[src/rtl/score_argmax.sv]
// Serial argmax over a captured vector of signed Q8.18 class scores.
// Reports the winning index, its score and the margin over the runner-up.
module score_argmax #(
    parameter int NUM_CLASSES = 10,
    parameter int SCORE_W     = 26,
    parameter int IDX_W       = 4
) (
    input  logic                           clk,
    input  logic                           GlobalReset,
    input  logic                           in_valid,
    output logic                           in_ready,
    input  logic [NUM_CLASSES*SCORE_W-1:0] scores,
    output logic                           out_valid,
    input  logic                           out_ready,
    output logic [IDX_W-1:0]               class_idx,
    output logic [SCORE_W-1:0]             best_score,
    output logic [SCORE_W:0]               margin,
    output logic                           busy
);

    // Handshake: a vector transfers on an edge where in_valid && in_ready; a
    // result transfers on an edge where out_valid && out_ready. out_valid and
    // the result outputs stay stable until that transfer.

    typedef enum logic [1:0] {S_IDLE, S_SCAN, S_DONE} state_t;

    localparam logic signed [SCORE_W-1:0] MIN_SCORE = {1'b1, {(SCORE_W-1){1'b0}}};
    localparam logic [IDX_W-1:0]          LAST_IDX  = IDX_W'(NUM_CLASSES - 1);

    state_t                           state_q, state_d;
    logic [NUM_CLASSES*SCORE_W-1:0]   vec_q, vec_d;
    logic signed [SCORE_W-1:0]        best_q, best_d;
    logic signed [SCORE_W-1:0]        second_q, second_d;
    logic [IDX_W-1:0]                 idx_q, idx_d;
    logic [IDX_W-1:0]                 cnt_q, cnt_d;
    logic [IDX_W-1:0]                 class_idx_q, class_idx_d;
    logic [SCORE_W-1:0]               best_score_q, best_score_d;
    logic [SCORE_W:0]                 margin_q, margin_d;

    logic signed [SCORE_W-1:0]        cur_score;
    logic signed [SCORE_W-1:0]        cand_best;
    logic signed [SCORE_W-1:0]        cand_second;
    logic [IDX_W-1:0]                 cand_idx;
    logic signed [SCORE_W-1:0]        first_score;

    // Widened by one bit so max - min cannot overflow.
    function automatic logic [SCORE_W:0] diff_ext(input logic signed [SCORE_W-1:0] a,
                                                  input logic signed [SCORE_W-1:0] b);
        return {a[SCORE_W-1], a} - {b[SCORE_W-1], b};
    endfunction

    always_comb begin
        cur_score   = $signed(vec_q[int'(cnt_q)*SCORE_W +: SCORE_W]);
        first_score = $signed(scores[SCORE_W-1:0]);
        cand_best   = best_q;
        cand_second = second_q;
        cand_idx    = idx_q;
        // Strict compare keeps the lowest index on ties.
        if (cur_score > best_q) begin
            cand_second = best_q;
            cand_best   = cur_score;
            cand_idx    = cnt_q;
        end else if (cur_score > second_q) begin
            cand_second = cur_score;
        end
    end

    always_comb begin
        state_d      = state_q;
        vec_d        = vec_q;
        best_d       = best_q;
        second_d     = second_q;
        idx_d        = idx_q;
        cnt_d        = cnt_q;
        class_idx_d  = class_idx_q;
        best_score_d = best_score_q;
        margin_d     = margin_q;

        case (state_q)
            S_IDLE: begin
                if (in_valid) begin
                    vec_d    = scores;
                    best_d   = first_score;
                    second_d = MIN_SCORE;
                    idx_d    = '0;
                    cnt_d    = IDX_W'(1);
                    if (NUM_CLASSES == 1) begin
                        state_d      = S_DONE;
                        class_idx_d  = '0;
                        best_score_d = first_score;
                        margin_d     = diff_ext(first_score, MIN_SCORE);
                    end else begin
                        state_d = S_SCAN;
                    end
                end
            end
            S_SCAN: begin
                best_d   = cand_best;
                second_d = cand_second;
                idx_d    = cand_idx;
                if (cnt_q == LAST_IDX) begin
                    state_d      = S_DONE;
                    class_idx_d  = cand_idx;
                    best_score_d = cand_best;
                    margin_d     = diff_ext(cand_best, cand_second);
                end else begin
                    cnt_d = cnt_q + IDX_W'(1);
                end
            end
            S_DONE: begin
                if (out_ready) begin
                    state_d = S_IDLE;
                end
            end
            default: state_d = S_IDLE;
        endcase
    end

    always_ff @(posedge clk) begin
        if (!GlobalReset) begin
            state_q      <= S_IDLE;
            vec_q        <= '0;
            best_q       <= '0;
            second_q     <= '0;
            idx_q        <= '0;
            cnt_q        <= '0;
            class_idx_q  <= '0;
            best_score_q <= '0;
            margin_q     <= '0;
        end else begin
            state_q      <= state_d;
            vec_q        <= vec_d;
            best_q       <= best_d;
            second_q     <= second_d;
            idx_q        <= idx_d;
            cnt_q        <= cnt_d;
            class_idx_q  <= class_idx_d;
            best_score_q <= best_score_d;
            margin_q     <= margin_d;
        end
    end

    assign in_ready   = (state_q == S_IDLE);
    assign out_valid  = (state_q == S_DONE);
    assign busy       = (state_q != S_IDLE);
    assign class_idx  = class_idx_q;
    assign best_score = best_score_q;
    assign margin     = margin_q;

endmodule

[config.mk]
export PLATFORM = sky130hd
export DESIGN_NAME = score_argmax
export DESIGN_NICKNAME = d
export VERILOG_FILES = /design/src/rtl/score_argmax.sv
export SDC_FILE = /design/constraint.sdc
export NUM_CORES = 1
export LEC_CHECK = 0
export CAP_MARGIN = 15
export CORE_ASPECT_RATIO = 0.75
export CORE_MARGIN = 5
export CORE_UTILIZATION = 50
export DETAILED_ROUTE_END_ITERATION = 10
export HOLD_SLACK_MARGIN = 0.05
export PLACE_DENSITY_LB_ADDON = 0.1
export SETUP_SLACK_MARGIN = 0.5
export SLEW_MARGIN = 10
export SYNTH_ARGS = -nofsm -noshare
export SYNTH_HDL_FRONTEND = slang
export SYNTH_SLANG_ARGS = --single-unit
export TNS_END_PERCENT = 20
[constraint.sdc]
create_clock -name clk -period 17.62 [get_ports clk]
set_clock_uncertainty 0.1 [all_clocks]
set_input_delay 3.524 -clock clk [delete_from_list [all_inputs] [get_ports clk]]
set_output_delay 3.524 -clock clk [all_outputs]
set_load 0.1 [all_outputs]
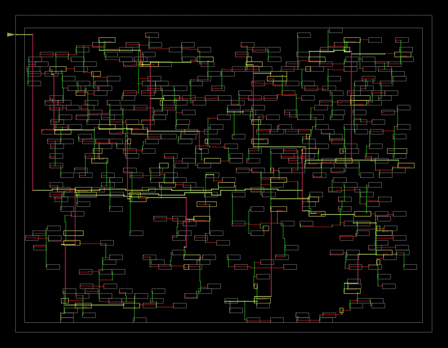
run_1/final_clocks.png
later-pin clock latency in the skew report: 0.55 ns
final-layout clock buffer total: 47
clock buffer count from CTS: 39
P_clk: 0.886 mW

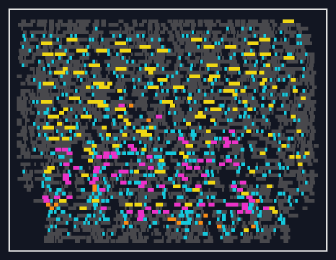
run_1/gate_families.png
Yellow stands for multiplexers, cells 135. Orange stands for XOR/XNOR gates, cells 16. Cyan stands for inverting AOI/OAI gates, cells 540, where widely spread. Magenta stands for adder and majority cells, cells 81.
highest-count logic cell in the final layout: nand2_1
logic share of the area: 0.439
Layout Cells excl Fill: 3,034

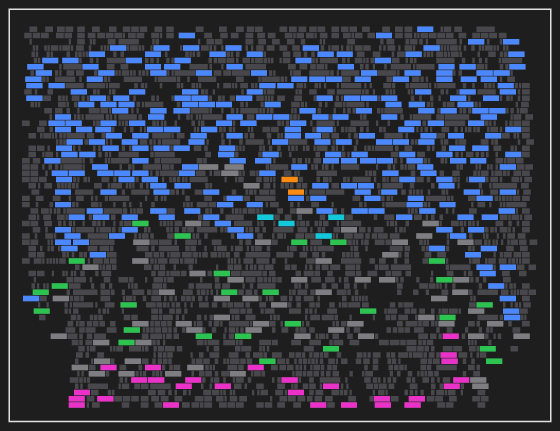
run_1/registers.png
Green stands for `best_q`, flops 26. Magenta stands for `margin`, flops 27. Cyan stands for `idx_q`, flops 4, where centre. Orange stands for `state_q`, flops 2. Blue stands for `vec_q`, flops 260.
Another 60 sequential cells are not coloured.
Seq power: 0.950 mW
Flop area: 7600 sq um
Util after Layout: 0.636

==> summary.txt, run 1 <==
status -> complete, no violations
maximum clock rate -> 0.117 GHz
YS warnings -> 0
wire per inst -> 21.8 um
final hold violation count -> 0
clock edge transition at the registers on the reported setup and hold paths -> 0.06 ns
crit path max-delay cell type -> buf_4
Main area contributors -> dfxtp_1 40%, nand2_1 13%, a21oi_1 8.5%
Placed Area -> 22,300 sq um
post-route ant nets -> 0
crit path kind -> flip-flop to flip-flop
simple-gate area share of the yosys netlist -> 0.177
via count -> 17,896
stage-log warning count -> 31
top comb family, area -> AND-OR/OR-AND gates
VDD IR max -> 0.0000732 V
# rows -> 61
area leader, netlist -> dfxtp_1
# port buffers -> 323
Top Layout Cells -> 650 x nand2_1, 376 x dfxtp_1, 322 x clkdlybuf4s50_1
initial antenna violation count -> 3
share of cells above drive strength 1 -> 0.0739
Critical Path Most Common Cell -> a31oi_1
Syn Inst Count -> 2,287
Mux cell area share -> 0.112
Iter 0 DRT Violations -> 1,905
Worst Path Max Fanout -> 84
adder-cell area share of the yosys netlist -> 0.0540
reg2reg setup slack -> 9.04 ns
CP Cell Sequence -> buf_4 -> mux4_2 -> mux2i_1 -> o22ai_1 -> ha_1 -> nand4_1 -> or3_1 -> o41ai_2 -> mux2_2 -> buf_4 -> nor2_1 -> nor2_1 -> ha_1 -> fa_1 -> nand2b_1 -> a21oi_1 -> o31ai_1 -> a31oi_1 -> o2111ai_1 -> a31oi_1 -> a21o_1 -> or3_1 -> a31oi_1
yosys stat area -> 18,900 sq um
Yosys Instances -> 2,287
grt total ovfl -> 0
post-CTS setup buffer count -> 0
Placer Congestion -> 0.933
Leakage Power -> 9.00 nW
Post-synth seq share -> 0.402
vias per cell -> 5.90
WHS -> 0.351 ns
Synth Flop Type -> dfxtp_1
hold worst-path end -> vec_q[157]$_SDFFE_PN0P_
Async SR Flop Fraction -> 0
Post-synth regs -> 379
Mapped Nets -> 2,632
total clock sinks -> 379
Routed WL -> 66,200 um
final setup vio count -> 0
Max Slew Vio Count -> 0
# IOs -> 324
H-tree levels -> 2
pre-CTS setup slack -> 9.23 ns
hold crit path type -> flip-flop to flip-flop
fin area -> 23,700 sq um
CP required -> 17.97 ns
chip footprint -> 41,800 sq um
antenna cell count -> 0
RSZ-0062 raised after global routing -> no
DP Wirelength -> 47,000 um
maximum clock path buffer count -> 3
Stages on worst setup path -> 23
CP peak stage delay -> 0.84 ns
Hold Crit Start -> vec_q[157]$_SDFFE_PN0P_
CP delay by family, top -> AND-OR/OR-AND gates
Worst Max-Slew Pin Slew -> 1.24 ns
overall routing resource usage -> 0.303
flip-flops with a built-in enable -> 0
RR Endpoint -> margin[24]$_SDFFE_PN0P_
CP startpoint -> cnt_q[0]$_SDFFE_PN0P_
Placed Cells -> 2,964
DRT Pass-1 Iters -> 5
Post-CTS Resized -> 0
CP bufs+invs -> 2
final setup margin -> 9.04 ns
Power Total -> 2.75 mW
CTS root buf -> clkbuf_16
first-pass GRT wire length -> 98,800 um
slew margin rel. -> 0.170
Hold Path Cell Cnt -> 2
power density of the placed cells -> 116 nW/um^2
vias in the first global route -> 16,960
cycle use final -> 0.487
die span in y -> 178 um
ao+oa area frac -> 0.197
syn avg cell area -> 8.26 sq um
Worst Setup EP -> margin[24]$_SDFFE_PN0P_
area share of the largest cell type after synthesis -> 0.402
setup_tns -> 0 ns
max cap viols -> 0
Crit. End Element -> flip-flop
Final nets -> 2,847
post-layout minimum cycle time -> 8.58 ns
area delta synth->final -> 25.2%
core area -> 37,200 sq um
path depth of the worst reg2reg path -> 23
crit path launch type -> flip-flop
Hold-fix buffers, CTS -> 0
Yosys cell types -> 68
## run 1: flip-flops by register name, indices dropped and copies added, names as in the netlist
register	cells
best_score	26
cnt_q	4
vec_q	260
best_q	26
class_idx	4
state_q	2
second_q	26
margin	27
idx_q	4
## run 1: cell type report
type	instances	area, sq um
sequential	379	7600
fill	3196	13500
clock buffer	47	1060
timing repair buffer	345	3420
inverter	68	263
multi-input combinational	1669	10400
clock inverter	22	304
tap	504	631
## run 1: Yosys cell counts, types with 4 or more instances
library cell and instances:
nand3_1 17, o21ai_1 14, o2111ai_1 4, ha_1 80
a211oi_1 29, dfxtp_1 379, buf_1 6, nand2_1 652
mux2i_1 56, a21oi_1 320, a31oi_1 9, nor3_1 34
xor2_1 6, o31ai_1 5, mux2_4 18, buf_2 21
o21bai_1 5, o22ai_1 29, mux4_2 52, a311oi_1 26
o211ai_1 7, o21ai_0 75, nand4_1 12, xnor2_1 10
inv_1 68, and3_1 5, nor2b_1 32, nor2_1 31
a21o_1 50, mux2_2 8, a22o_1 24, nand2b_1 8
clkbuf_1 138
## run 1: layer usage
metal,track usage,vias to the layer above,share of wire
met5,0,-,0.00060
met4,0.0890,6,0.029
met3,0.0748,126,0.093
met2,0.463,789,0.45
met1,0.429,8566,0.43
li1,-,8409,-
## run 1: worst min-delay path, delay by kind of cell, from the launching register on
| family | cells | cell delay, ns |
|---|---|---|
| flops | 1 | 0.30 |
| simple gates | 1 | 0.05 |
| compound gates | 1 | 0.05 |
## run 1: report_power, final
part	switching [mW]	total (mW)	internal, mW
sequential	0.0416	0.950	0.908
combinational	0.550	0.914	0.364
clock	0.366	0.886	0.520
## Run 2: what changed since run 1
==> constraint.sdc (replaced) <==
create_clock -name clk -period 8.8 [get_ports clk]
set_clock_uncertainty 0.1 [all_clocks]
set_input_delay 1.76 -clock clk [delete_from_list [all_inputs] [get_ports clk]]
set_output_delay 1.76 -clock clk [all_outputs]
set_load 0.1 [all_outputs]
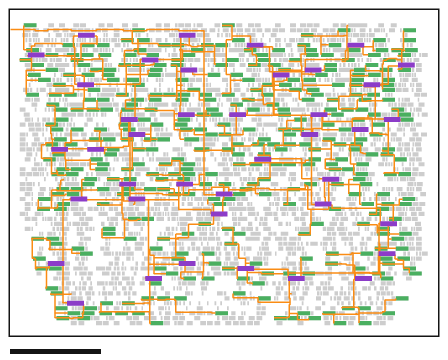
run_2/clock_map.png
Bar = 50 um.
Purple stands for cells driving clock nets, count 40. Green stands for flip-flops, count 379. Orange stands for clock wires, length 4,790 um.
There are 41 routed clock nets.
P_clk: 1.72 mW
Clock power frac: 0.315

==> run 2 against run 1 <==
  * Synthesized area unchanged
  * Highest routed layer is now met4
  * Global-route usage down 0.64 points
  * Hold slack worse by 0.0010 ns
==> summary.txt, run 2 <==
status -> complete, no violations
Leakage Power -> 9.00 nW (about the same)
area leader, netlist -> dfxtp_1
final setup vio count -> 0 (unchanged)
CP startpoint -> cnt_q[1]$_SDFFE_PN0P_
synth cell count leaders -> 652 x nand2_1, 379 x dfxtp_1, 320 x a21oi_1
RR Endpoint -> margin[25]$_SDFFE_PN0P_
clock buffer count from CTS -> 40 (+2.6%)
max reg flops -> 260 (unchanged)
maximum clock rate -> 0.130 GHz (+11%)
simple-gate area share of the yosys netlist -> 0.177 (unchanged)
adder-cell area share of the yosys netlist -> 0.0540 (unchanged)
chip footprint -> 41,800 sq um (unchanged)
die span in y -> 178 um (unchanged)
DRT Pass-1 Iters -> 5 (unchanged)
Main area contributors -> dfxtp_1 40%, nand2_1 13%, a21oi_1 8.5%
Worst Path Max Fanout -> 58 (-31%)
vias in the first global route -> 16,994 (+0.20%)
max cap viols -> 0 (unchanged)
VDD IR max -> 0.000167 V (+130%)
Post-CTS Resized -> 0 (unchanged)
YS warnings -> 0 (unchanged)
# port buffers -> 323 (unchanged)
Routed WL -> 64,700 um (-2.2%)
initial antenna violation count -> 2 (-1)
Crit. End Element -> flip-flop
power density of the placed cells -> 230 nW/um^2 (+98%)
post-route ant nets -> 0 (unchanged)
later-pin clock latency in the skew report -> 0.55 ns (about the same)
Async SR Flop Fraction -> 0 (unchanged)
area delta synth->final -> 25.3% (about the same)
final hold violation count -> 0 (unchanged)
hold crit path type -> flip-flop to flip-flop
area share of the largest cell type after synthesis -> 0.402 (unchanged)
highest-count logic cell in the final layout -> nand2_1
CTS root buf -> clkbuf_16
Placer Congestion -> 0.903 (-3.2%)
slew margin rel. -> 0.246 (+0.0754)
most frequent cell after synthesis -> nand2_1
Power Total -> 5.44 mW (+98%)
WHS -> 0.350 ns (-0.00101 ns)
Biggest register -> vec_q
RSZ-0062 raised after global routing -> no
stage-log warning count -> 31 (unchanged)
wire per inst -> 21.3 um (-2.3%)
crit path kind -> flip-flop to flip-flop
Mapped Nets -> 2,632 (unchanged)
cycle use final -> 0.875 (+0.388)
maximum clock path buffer count -> 3 (unchanged)
yosys stat area -> 18,900 sq um (unchanged)
crit path launch type -> flip-flop
Hold Path Cell Cnt -> 2 (unchanged)
first-pass GRT wire length -> 97,700 um (-1.1%)
Worst Max-Slew Pin Slew -> 1.13 ns (-0.113 ns)
grt total ovfl -> 0 (unchanged)
Hold-fix buffers, CTS -> 0 (unchanged)
Iter 0 DRT Violations -> 1,644 (-14%)
Synth Flop Type -> dfxtp_1
Yosys cell types -> 68 (unchanged)
total clock sinks -> 379 (unchanged)
path depth of the worst reg2reg path -> 21 (-8.7%)
Syn Inst Count -> 2,287 (unchanged)
Mux cell area share -> 0.112 (unchanged)
ao+oa area frac -> 0.197 (unchanged)
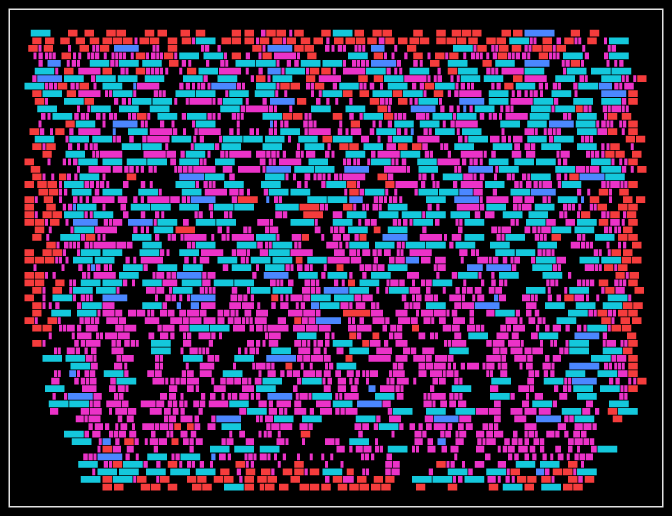
run_2/cell_classes.png
Cyan stands for flip-flops, cells 379, share of their area 33%. Magenta stands for all other logic, cells 1,737, share of their area 46%. Red stands for other buffers and delay cells, cells 348, share of their area 15%. Blue stands for clock drivers and dummy loads, cells 70, share of their area 5.7%.
# rows: 61
core area: 37,200 sq um
fin area: 23,700 sq um

-- run 2: power by group --
part | switching (mW) | total (mW) | leakage, nW | internal, mW
clock network | 0.725 | 1.72 | 0.640 | 0.992
registers | 0.0740 | 1.89 | 3.10 | 1.82
logic | 1.09 | 1.84 | 5.26 | 0.744
-- run 2: cell type report --
type,count,area [sq um]
antenna,1,2.50
clock inverter,15,185
fill,3230,13500
inverter,68,263
clock buffer,55,1130
sequential,379,7600
multi-input combinational,1669,10400
tap,504,631
timing repair buffer,348,3490
-- run 2: per-stage QoR --
stage	worst slack, ns	instances
global route	0.778	3039
floorplan	2.64	2287
finish	1.10	3039
CTS	1.36	3037
detailed placement	1.38	2967
global placement	1.49	2967
-- run 2: critical path, stage by stage, from the launching register on --
cell	delay (ns)
dfxtp_4	0.95
mux4_2	0.62
mux2i_1	0.18
o22ai_1	0.21
ha_1	0.35
and3_1	0.19
a221oi_1	0.39
o21a_1	0.19
nor2_1	0.08
o31ai_4	0.88
buf_4	0.42
nor2b_1	0.08
a211oi_1	0.37
a21o_1	0.13
ha_1	0.27
and4_1	0.30
nand4_1	0.22
a211oi_1	0.79
o21ai_0	0.30
a21oi_1	0.24
xnor2_1	0.14
a21oi_1	0.08
-- run 2: kinds of logic (layout without fill, tap and decap cells) --
family	Yosys count	count (layout)
AOI/OAI and AO/OA	623	623
muxes	135	135
DFF	379	379
and+or+nand+nor	814	814
xor gates and xnor gates	16	16
buffers and inverters	239	486
other	0	1
adders and majority gates	81	81
-- run 2: layer usage --
| metal | up-vias | wire, um | global-route usage |
|---|---|---|---|
| met2 | 628 | 29400 | 0.466 |
| met4 | 0 | 1720 | 0.0810 |
| met3 | 98 | 4530 | 0.0466 |
| met5 | - | 0 | 0 |
| met1 | 8516 | 29100 | 0.429 |
| li1 | 8406 | - | - |
Power is estimated from default activity; no workload was simulated.
